--- config.mk ---
export PLATFORM = sky130hd
export DESIGN_NAME = ej32_fetch
export DESIGN_NICKNAME = d
export VERILOG_FILES = /design/src/rtl/ej32_fetch.sv
export SDC_FILE = /design/constraint.sdc
export NUM_CORES = 1
export LEC_CHECK = 0
export CORE_MARGIN = 5
export CORE_UTILIZATION = 53
export CTS_BUF_LIST = sky130_fd_sc_hd__clkbuf_8
export CTS_CLUSTER_DIAMETER = 150
export DETAILED_ROUTE_END_ITERATION = 7
export GPL_ROUTABILITY_DRIVEN = 1
export PLACE_DENSITY_LB_ADDON = 0.25
export RECOVER_POWER = 50
export SETUP_SLACK_MARGIN = 0.1
export SLEW_MARGIN = 20
export SYNTH_ARGS = -nofsm -noshare
export SYNTH_HDL_FRONTEND = slang
export SYNTH_SLANG_ARGS = --single-unit
--- constraint.sdc ---
create_clock -name clk -period 2.5 [get_ports clk]
set_input_delay 0.375 -clock clk [delete_from_list [all_inputs] [get_ports clk]]
set_output_delay 0.375 -clock clk [all_outputs]
set_load 0.01 [all_outputs]
--- src/rtl/ej32_fetch.sv ---
// eJ32 instruction fetch / prefetch unit.
// Pulls opcode and operand bytes over a single-outstanding req/ack memory
// port into a small circular queue and presents the head byte to the
// decoder, which consumes it with p_inc. A redirect flushes the queue and
// restarts fetching at the target; a request already on the bus is allowed
// to complete and its data is thrown away.
module ej32_fetch #(
    parameter int ASZ   = 17,
    parameter int DEPTH = 4
) (
    input  logic           clk,
    input  logic           rst,
    output logic           mem_req,
    output logic [ASZ-1:0] mem_a,
    input  logic           mem_ack,
    input  logic [7:0]     mem_d,
    output logic [7:0]     ib_d,
    output logic           ib_vld,
    input  logic           p_inc,
    input  logic           br_ld,
    input  logic [ASZ-1:0] br_a,
    output logic [ASZ-1:0] pc,
    output logic           stall
);

    localparam int PW = (DEPTH > 1) ? $clog2(DEPTH) : 1;
    localparam int CW = PW + 1;
    localparam logic [CW-1:0] FULL = CW'(DEPTH);

    // IDLE: nothing on the bus; REQ: read outstanding, data kept;
    // DROP: read outstanding, data discarded (issued before a redirect).
    typedef enum logic [1:0] {
        IDLE = 2'd0,
        REQ  = 2'd1,
        DROP = 2'd2
    } state_t;

    state_t         state_q, state_d;
    logic [CW-1:0]  count_q, count_d;
    logic [PW-1:0]  rd_q, rd_d;
    logic [PW-1:0]  wr_q, wr_d;
    logic [ASZ-1:0] pc_q, pc_d;
    logic [ASZ-1:0] fa_q, fa_d;
    logic [7:0]     fifo_q [DEPTH];

    logic           push;
    logic           pop;
    logic [CW-1:0]  count_pop;   // occupancy after this cycle's pop

    assign ib_vld    = (count_q != '0);
    assign pop       = p_inc & ib_vld;
    // A redirect in the same cycle as an ack drops that byte.
    assign push      = (state_q == REQ) & mem_ack & ~br_ld;
    assign count_pop = count_q - CW'(pop);

    // Next-state, pointer and address computation; redirect wins over all.
    always_comb begin
        // NOTE: every variable gets a default here so no path leaves it
        // unassigned, which would otherwise infer a latch.
        state_d = state_q;
        count_d = count_pop + CW'(push);
        rd_d    = rd_q + PW'(pop);
        wr_d    = wr_q + PW'(push);
        pc_d    = pc_q + ASZ'(pop);
        fa_d    = fa_q + ASZ'(push);

        if (br_ld) begin
            count_d = '0;
            rd_d    = '0;
            wr_d    = '0;
            pc_d    = br_a;
            fa_d    = br_a;
            // A read still on the bus must finish before the new one starts.
            state_d = (state_q != IDLE && !mem_ack) ? DROP : REQ;
        end else begin
            case (state_q)
                IDLE:    if (count_pop < FULL) state_d = REQ;
                REQ:     if (mem_ack) state_d = (count_d < FULL) ? REQ : IDLE;
                DROP:    if (mem_ack) state_d = REQ;
                default: state_d = IDLE;
            endcase
        end
    end

    // Control state, pointers and addresses.
    always_ff @(posedge clk or negedge rst) begin
        if (!rst) begin
            state_q <= IDLE;
            count_q <= '0;
            rd_q    <= '0;
            wr_q    <= '0;
            pc_q    <= '0;
            fa_q    <= '0;
        end else begin
            // NOTE: non-blocking assignments so every flop samples the values
            // computed before this edge, independent of statement order.
            state_q <= state_d;
            count_q <= count_d;
            rd_q    <= rd_d;
            wr_q    <= wr_d;
            pc_q    <= pc_d;
            fa_q    <= fa_d;
        end
    end

    // Byte storage for the prefetch queue.
    // NOTE: the storage array has no reset; stale entries are never visible
    // because ib_d is forced to zero whenever the queue is empty.
    always_ff @(posedge clk) begin
        if (push) fifo_q[wr_q] <= mem_d;
    end

    assign mem_req = (state_q != IDLE);
    assign mem_a   = fa_q;
    assign ib_d    = ib_vld ? fifo_q[rd_q] : 8'h00;
    assign pc      = pc_q;
    assign stall   = ~ib_vld;

endmodule
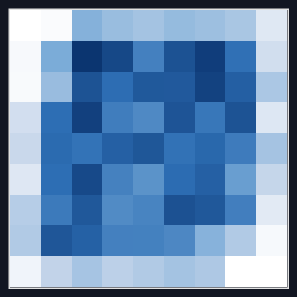
util_map.png
Drawn at 3 px/um. 9 x 9 tiles, from white (low) to dark blue (high), 0 to 100% covered.
fullest tile: 98%
mean over tiles: 54%
emptiest ninth of the die: lower right

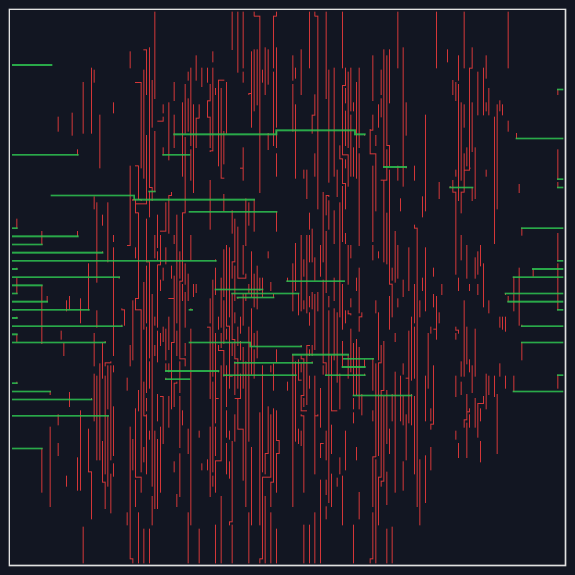
layers.png
Drawn at 6 px/um. Two of the layers only.
[M3] green | wire length: 492 um
[M2] red | wire length: 3890 um

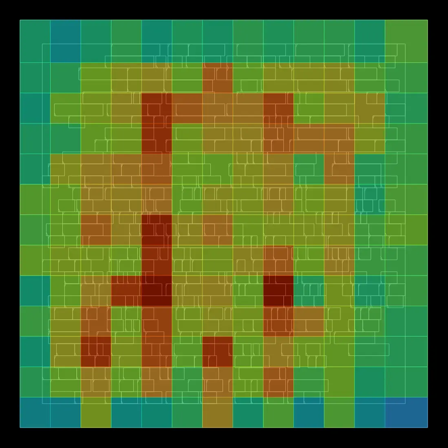
congestion_map.png
Most Crowded Layer GR: met2
met1 Resource Use GR: 0.263
detail-routed net length per standard cell: 17.2 um
met2 GRT Util: 0.311

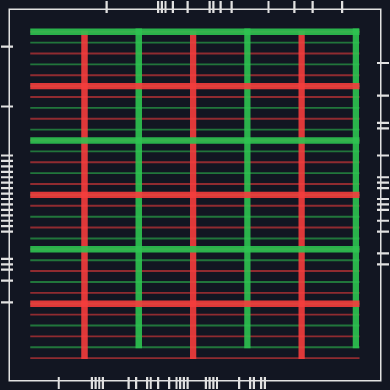
floorplan.png
Drawn at 4 px/um. Pins as bars on the die edge.
[VSS] red
[VDD] green
rows: 30
met1 rails: 31
met4 straps: 6

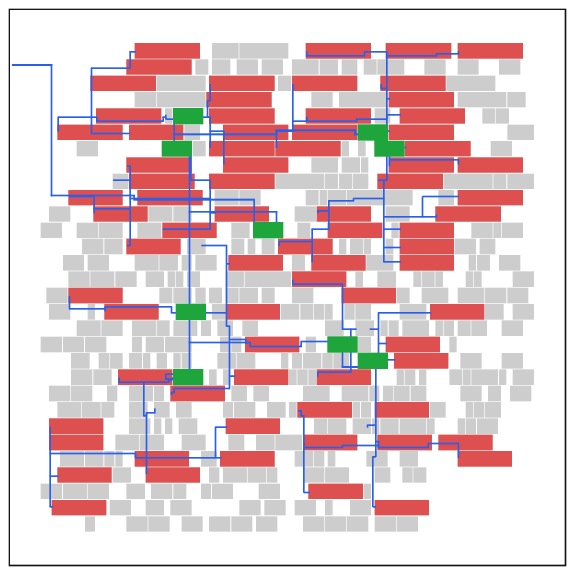
clock_wires.png
Drawn at 6 px/um.
[clock wires] blue | length: 830 um
[flip-flops] red | count: 75
[clock-net drivers] green | count: 9
routed clock nets: 10

==> reports/metrics.cfg <==
[run_status]
outcome=finished, final reports clean

[layout]
lay_top_count=sky130_fd_sc_hd__clkdlybuf4s50_1
final_core_utilization=0.702
finalNetCount=414

[clocking]
clock_tree.root_cell=sky130_fd_sc_hd__clkbuf_8
tritoncts=yes
ctsHoldBuffers=0
ctsHtreeMaxLevel=3
clock.latency.late_pin_ps=340
clock-sinks=75
post_cts.resized_instances=4

[pwr]
combinationalPower_uw=1110
seq_power_uw=1550
combinationalPowerShare=0.309
cellPowerDensity_nw_per_um2=761

[synth]
aoi_share=0.0528
topCellsByArea=sky130_fd_sc_hd__dfrtp_1 30%, sky130_fd_sc_hd__edfxtp_1 27%, sky130_fd_sc_hd__mux2_2 5.3%, sky130_fd_sc_hd__mux4_2 5.0%, sky130_fd_sc_hd__xnor2_1 3.9%
post-synth-top-area-cell=sky130_fd_sc_hd__dfrtp_1
synth-seq-cells=75
synth_area_um2=3600

[global_route]
grt_max_degree=44
grt.total_usage=0.195
grt_overflow=0

[die]
placeableCoreArea_um2=6720

[route]
via_per_inst=5.55
detailroute.via_count=2553

[setup_path]
worstPathMaxFanout=7
end_kind=output pin

[timing]
setup_viol=0

[hold_path]
hold_wc_path_type=in2async

[flow_run]
max_cap_violations=0

cell type report:
type                            count  area, um^2
Multi-Input combinational cell    185        1470
Tap cell                           80         100
Clock inverter                      7        75.1
Timing Repair Buffer               90         857
Sequential cell                    75        2040
Fill cell                         485        2000
Inverter                           14        52.6
Clock buffer                        9         124
per-stage QoR:
step,std cells,power (uW)
final,460,3590
after global routing,460,3800
after floorplan,284,2140
after CTS,458,3620
after global placement,440,2650
after detailed placement,440,2690
per-layer routing:
metal | vias up | wire length, um | global-route usage
li1 | 1223 | - | -
met1 | 1248 | 3450 | 0.263
met2 | 73 | 3890 | 0.311
met3 | 9 | 492 | 0.0585
met4 | 0 | 72 | 0.0446
met5 | - | 0 | 0
worst max path at each step:
stage                      startpoint                   to  depth (start not counted)
finish              rd_q[0]$_DFF_PN0_              ib_d[3]                          5
global route        rd_q[0]$_DFF_PN0_              ib_d[3]                          5
CTS                 rd_q[0]$_DFF_PN0_              ib_d[1]                          4
detailed placement              br_ld  mem_a[14]$_DFF_PN0_                          8
global placement                br_ld  mem_a[12]$_DFF_PN0_                          8
floorplan                       br_ld  mem_a[12]$_DFF_PN0_                          8
state kept, by name, indices dropped and copies added (netlist names):
name,flops
mem_a,17
pc,17
wr_q,2
fifo_q,32
state_q,2
rd_q,2
count_q,3
Yosys cell counts (all sizes together):
cell type	n
and2	9
mux2	17
nor3b	1
nand4	8
a31oi	3
a41oi	1
dfrtp	43
a221o	1
o21ai	7
and3b	1
a21oi	6
and3	2
xor2	7
nand3	10
a21boi	1
or2	3
clkinv	1
ha	9
or3	1
xnor2	16
and4	7
o311a	1
a31o	1
mux4	8
a211oi	4
clkbuf	6
edfxtp	32
nand2b	1
and4bb	1
nand2	14
nor2b	5
mux2i	3
nor4	7
o21a	3
buf	4
o31a	1
inv	13
nor2	16
nor3	10
Power figures rest on the tool's default switching activity, not on a simulated workload.
